--- config.mk ---
export PLATFORM = sky130hd
export DESIGN_NAME = rom_prefetch
export DESIGN_NICKNAME = d
export VERILOG_FILES = /design/src/rtl/rom_prefetch.sv
export SDC_FILE = /design/constraint.sdc
export NUM_CORES = 1
export LEC_CHECK = 0
export CORE_UTILIZATION = 40
export CTS_CLUSTER_SIZE = 12
export DETAILED_ROUTE_END_ITERATION = 10
export GPL_TIMING_DRIVEN = 0
export PLACE_DENSITY = 0.69
export SETUP_SLACK_MARGIN = 0.05
export SKIP_LAST_GASP = 1
export SLEW_MARGIN = 20
export SYNTH_ARGS = -nofsm -noshare
export SYNTH_HDL_FRONTEND = slang
export SYNTH_SLANG_ARGS = --single-unit
--- constraint.sdc ---
create_clock -name clk -period 2.75 [get_ports clk]
set_input_delay 0.55 -clock clk [delete_from_list [all_inputs] [get_ports clk]]
set_output_delay 0.55 -clock clk [all_outputs]
set_load 0.05 [all_outputs]
--- src/rtl/rom_prefetch.sv ---
// rom_prefetch
//   Byte-stream fetch stage between the program ROM and the instruction
//   decoder. It drives the ROM address, absorbs the ROM's one-cycle
//   registered read latency, and buffers sequential bytes in a small FIFO.
//   Each byte is presented to the core through a valid/ready handshake,
//   tagged with the address it was read from. A jump request flushes
//   everything and restarts the stream at a new address.
//
// Ports
//   clk           system clock, rising edge
//   reset         synchronous, active-high reset
//   rom_address   ROM read address (always the current fetch address)
//   rom_data      ROM read data, valid one cycle after rom_address
//   jump          flush and restart fetching at jump_address
//   jump_address  restart address, sampled when jump=1
//   byte_out      FIFO head byte (0 when empty)
//   byte_pc       address of byte_out (0 when empty)
//   byte_valid    head entry is valid
//   byte_ready    core accepts the head entry when byte_valid=1
module rom_prefetch #(
   parameter int ADDR_WIDTH = 6,
   parameter int DEPTH      = 4
) (
   input  logic                  clk,
   input  logic                  reset,
   output logic [ADDR_WIDTH-1:0] rom_address,
   input  logic [7:0]            rom_data,
   input  logic                  jump,
   input  logic [ADDR_WIDTH-1:0] jump_address,
   output logic [7:0]            byte_out,
   output logic [ADDR_WIDTH-1:0] byte_pc,
   output logic                  byte_valid,
   input  logic                  byte_ready
);

   localparam int PTR_W = (DEPTH > 1) ? $clog2(DEPTH) : 1;
   localparam int CNT_W = $clog2(DEPTH + 1);

   logic [ADDR_WIDTH-1:0] fetch_addr_r;
   logic                  in_flight_r;
   logic [ADDR_WIDTH-1:0] in_flight_addr_r;
   logic [7:0]            mem_byte_r [DEPTH];
   logic [ADDR_WIDTH-1:0] mem_pc_r   [DEPTH];
   logic [PTR_W-1:0]      rd_ptr_r;
   logic [PTR_W-1:0]      wr_ptr_r;
   logic [CNT_W-1:0]      count_r;

   logic [CNT_W:0]        occupancy_s;
   logic                  issue_s;
   logic                  push_s;
   logic                  pop_s;

   // Credit check on registered state only: a pop in this cycle does not
   // free a slot until next cycle, so a captured byte always has room.
   always_comb begin
      occupancy_s = {1'b0, count_r} + {{CNT_W{1'b0}}, in_flight_r};
      issue_s     = (occupancy_s < (CNT_W + 1)'(DEPTH));
      push_s      = in_flight_r;
      pop_s       = (count_r != {CNT_W{1'b0}}) && byte_ready;
   end

   // Fetch address, outstanding-read tracking and FIFO state.
   always_ff @(posedge clk) begin
      if (reset) begin
         fetch_addr_r     <= {ADDR_WIDTH{1'b0}};
         in_flight_r      <= 1'b0;
         in_flight_addr_r <= {ADDR_WIDTH{1'b0}};
         rd_ptr_r         <= {PTR_W{1'b0}};
         wr_ptr_r         <= {PTR_W{1'b0}};
         count_r          <= {CNT_W{1'b0}};
         for (int i = 0; i < DEPTH; i++) begin
            mem_byte_r[i] <= 8'h00;
            mem_pc_r[i]   <= {ADDR_WIDTH{1'b0}};
         end
      end else if (jump) begin
         // The read already in flight belongs to the old stream; drop it.
         fetch_addr_r <= jump_address;
         in_flight_r  <= 1'b0;
         rd_ptr_r     <= {PTR_W{1'b0}};
         wr_ptr_r     <= {PTR_W{1'b0}};
         count_r      <= {CNT_W{1'b0}};
      end else begin
         if (issue_s) begin
            in_flight_r      <= 1'b1;
            in_flight_addr_r <= fetch_addr_r;
            fetch_addr_r     <= fetch_addr_r + ADDR_WIDTH'(1);
         end else begin
            in_flight_r <= 1'b0;
         end

         if (push_s) begin
            mem_byte_r[wr_ptr_r] <= rom_data;
            mem_pc_r[wr_ptr_r]   <= in_flight_addr_r;
            wr_ptr_r             <= wr_ptr_r + PTR_W'(1);
         end else begin
            wr_ptr_r <= wr_ptr_r;
         end

         if (pop_s) begin
            rd_ptr_r <= rd_ptr_r + PTR_W'(1);
         end else begin
            rd_ptr_r <= rd_ptr_r;
         end

         case ({push_s, pop_s})
            2'b10:   count_r <= count_r + CNT_W'(1);
            2'b01:   count_r <= count_r - CNT_W'(1);
            default: count_r <= count_r;
         endcase
      end
   end

   // Head presentation; outputs read as zero while the FIFO is empty.
   always_comb begin
      rom_address = fetch_addr_r;
      byte_valid  = (count_r != {CNT_W{1'b0}});
      if (byte_valid) begin
         byte_out = mem_byte_r[rd_ptr_r];
         byte_pc  = mem_pc_r[rd_ptr_r];
      end else begin
         byte_out = 8'h00;
         byte_pc  = {ADDR_WIDTH{1'b0}};
      end
   end

endmodule

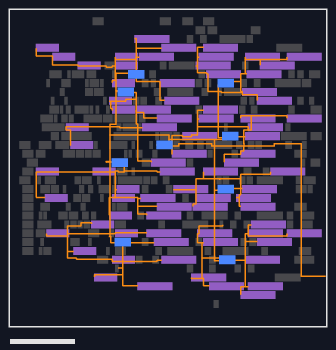
clk_routes.png
Scale bar: 20 um.
- purple: flip-flops (count 78)
- orange: clock wires (length 935 um)
- blue: clock drivers (count 9)
- routed clock nets: 10

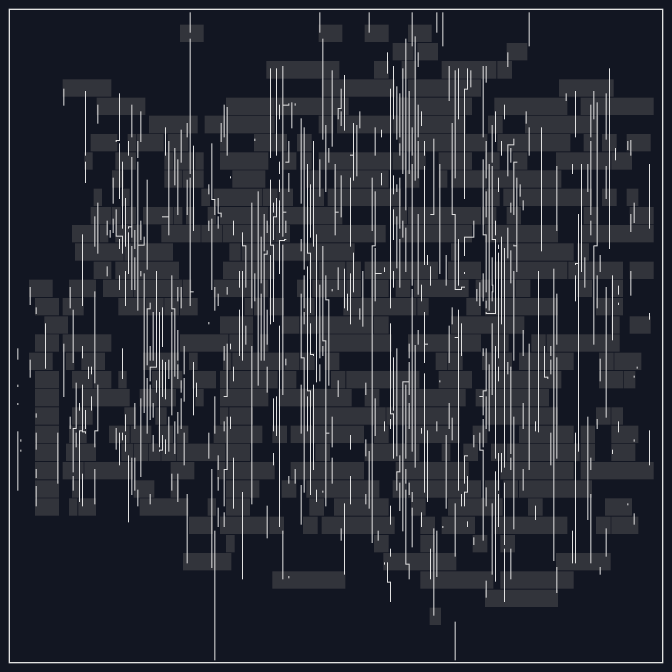
layer_met2.png
Cells faint in the background.
- main direction: vertical
- nets with wire on the layer: 294

==> impl_metrics.yaml <==
# synthesis and place-and-route metrics
outcome:
  status: "completed"
synth:
  yosysTopAreaCell: "edfxtp_1"
  most_common_cell: "edfxtp_1"
pwr:
  leakagePower_nw: 1.63
  fin_total_pwr_mw: 2.29
finish:
  finalNetCount: 340
  syn2layout_area_growth_pct: 19.1
  seq_area_mm2: 0.00212
  lay_top_count: "edfxtp_1"
setup_path:
  regToRegStartpoint: "count_r[2]"
sta:
  skew_ns: 0.00776
  tightest_slew_ns: 0.720
  slew_violations: 0
  finalWorstSetupSlack_ns: 0.151
worst_hold_path:
  min_path_type: "register to register"
run:
  max_cap_viol_count: 0
floorplan:
  die_h_um: 97.3
  placementRows: 34
  chipArea_mm2: 0.00947
routing:
  wirelength_mm: 7.26
  wl_per_cell_um: 16.8
  detail_route.drc_violations: 0
clocking:
  cts.clk_slew.worst_paths_ns: 0.07
global_route:
  grtUsageMet1: 0.206
  grt_usage: 0.162
place:
  dpl.hpwl_mm: 4.96
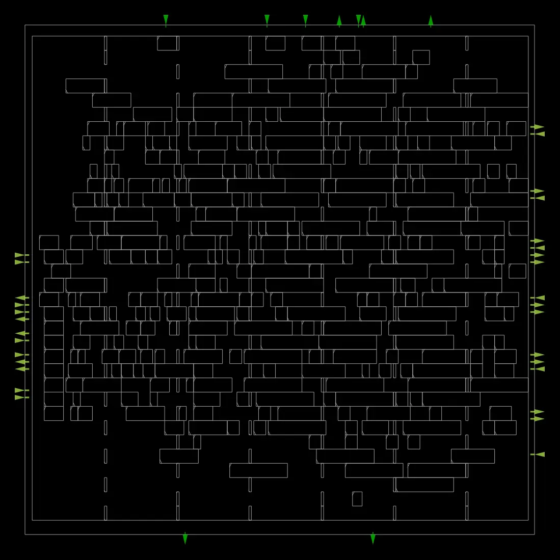
placement.png
Final Util: 0.494
fillers: 821
core box area: 0.00876 mm2
number of non-filler instances in the completed layout: 432

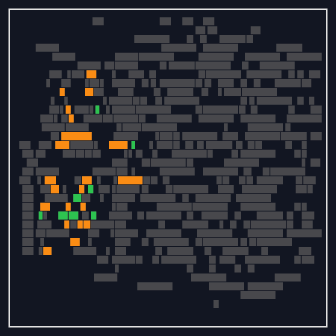
logic_types.png
- orange: aoi and oai cells (cells 21; most used o21ai_0)
- green: nand cells (cells 8; most used nand2_1)

==> where the power goes <==
part	internal [mW]	total, mW	switching [mW]
Sequential	1.30	1.33	0.0277
Combinational	0.102	0.248	0.147
Clock	0.327	0.714	0.386
==> through the flow <==
stage                     instances  hold WS [ns]
after detailed placement        416         0.522
after global routing            432         0.570
final                           432         0.534
after floorplan                 267         0.485
after global placement          413         0.508
after CTS                       432         0.538
==> worst max-delay path: cells and delay by family, from the launching register on <==
family	cells	cell delay (ns)
AND/OR/NAND/NOR	1	0.14
buffers and inverters	3	0.75
flip-flops	1	0.31
multiplexers	1	0.50
==> registers in the layout, summed over array words and instances (netlist names), named ones only <==
name,flops
rd_ptr_r,2
in_flight_r,1
mem_pc_r,24
mem_byte_r,32
rom_address,6
count_r,3
wr_ptr_r,2
in_flight_addr_r,6
Power is estimated from default activity; no workload was simulated.
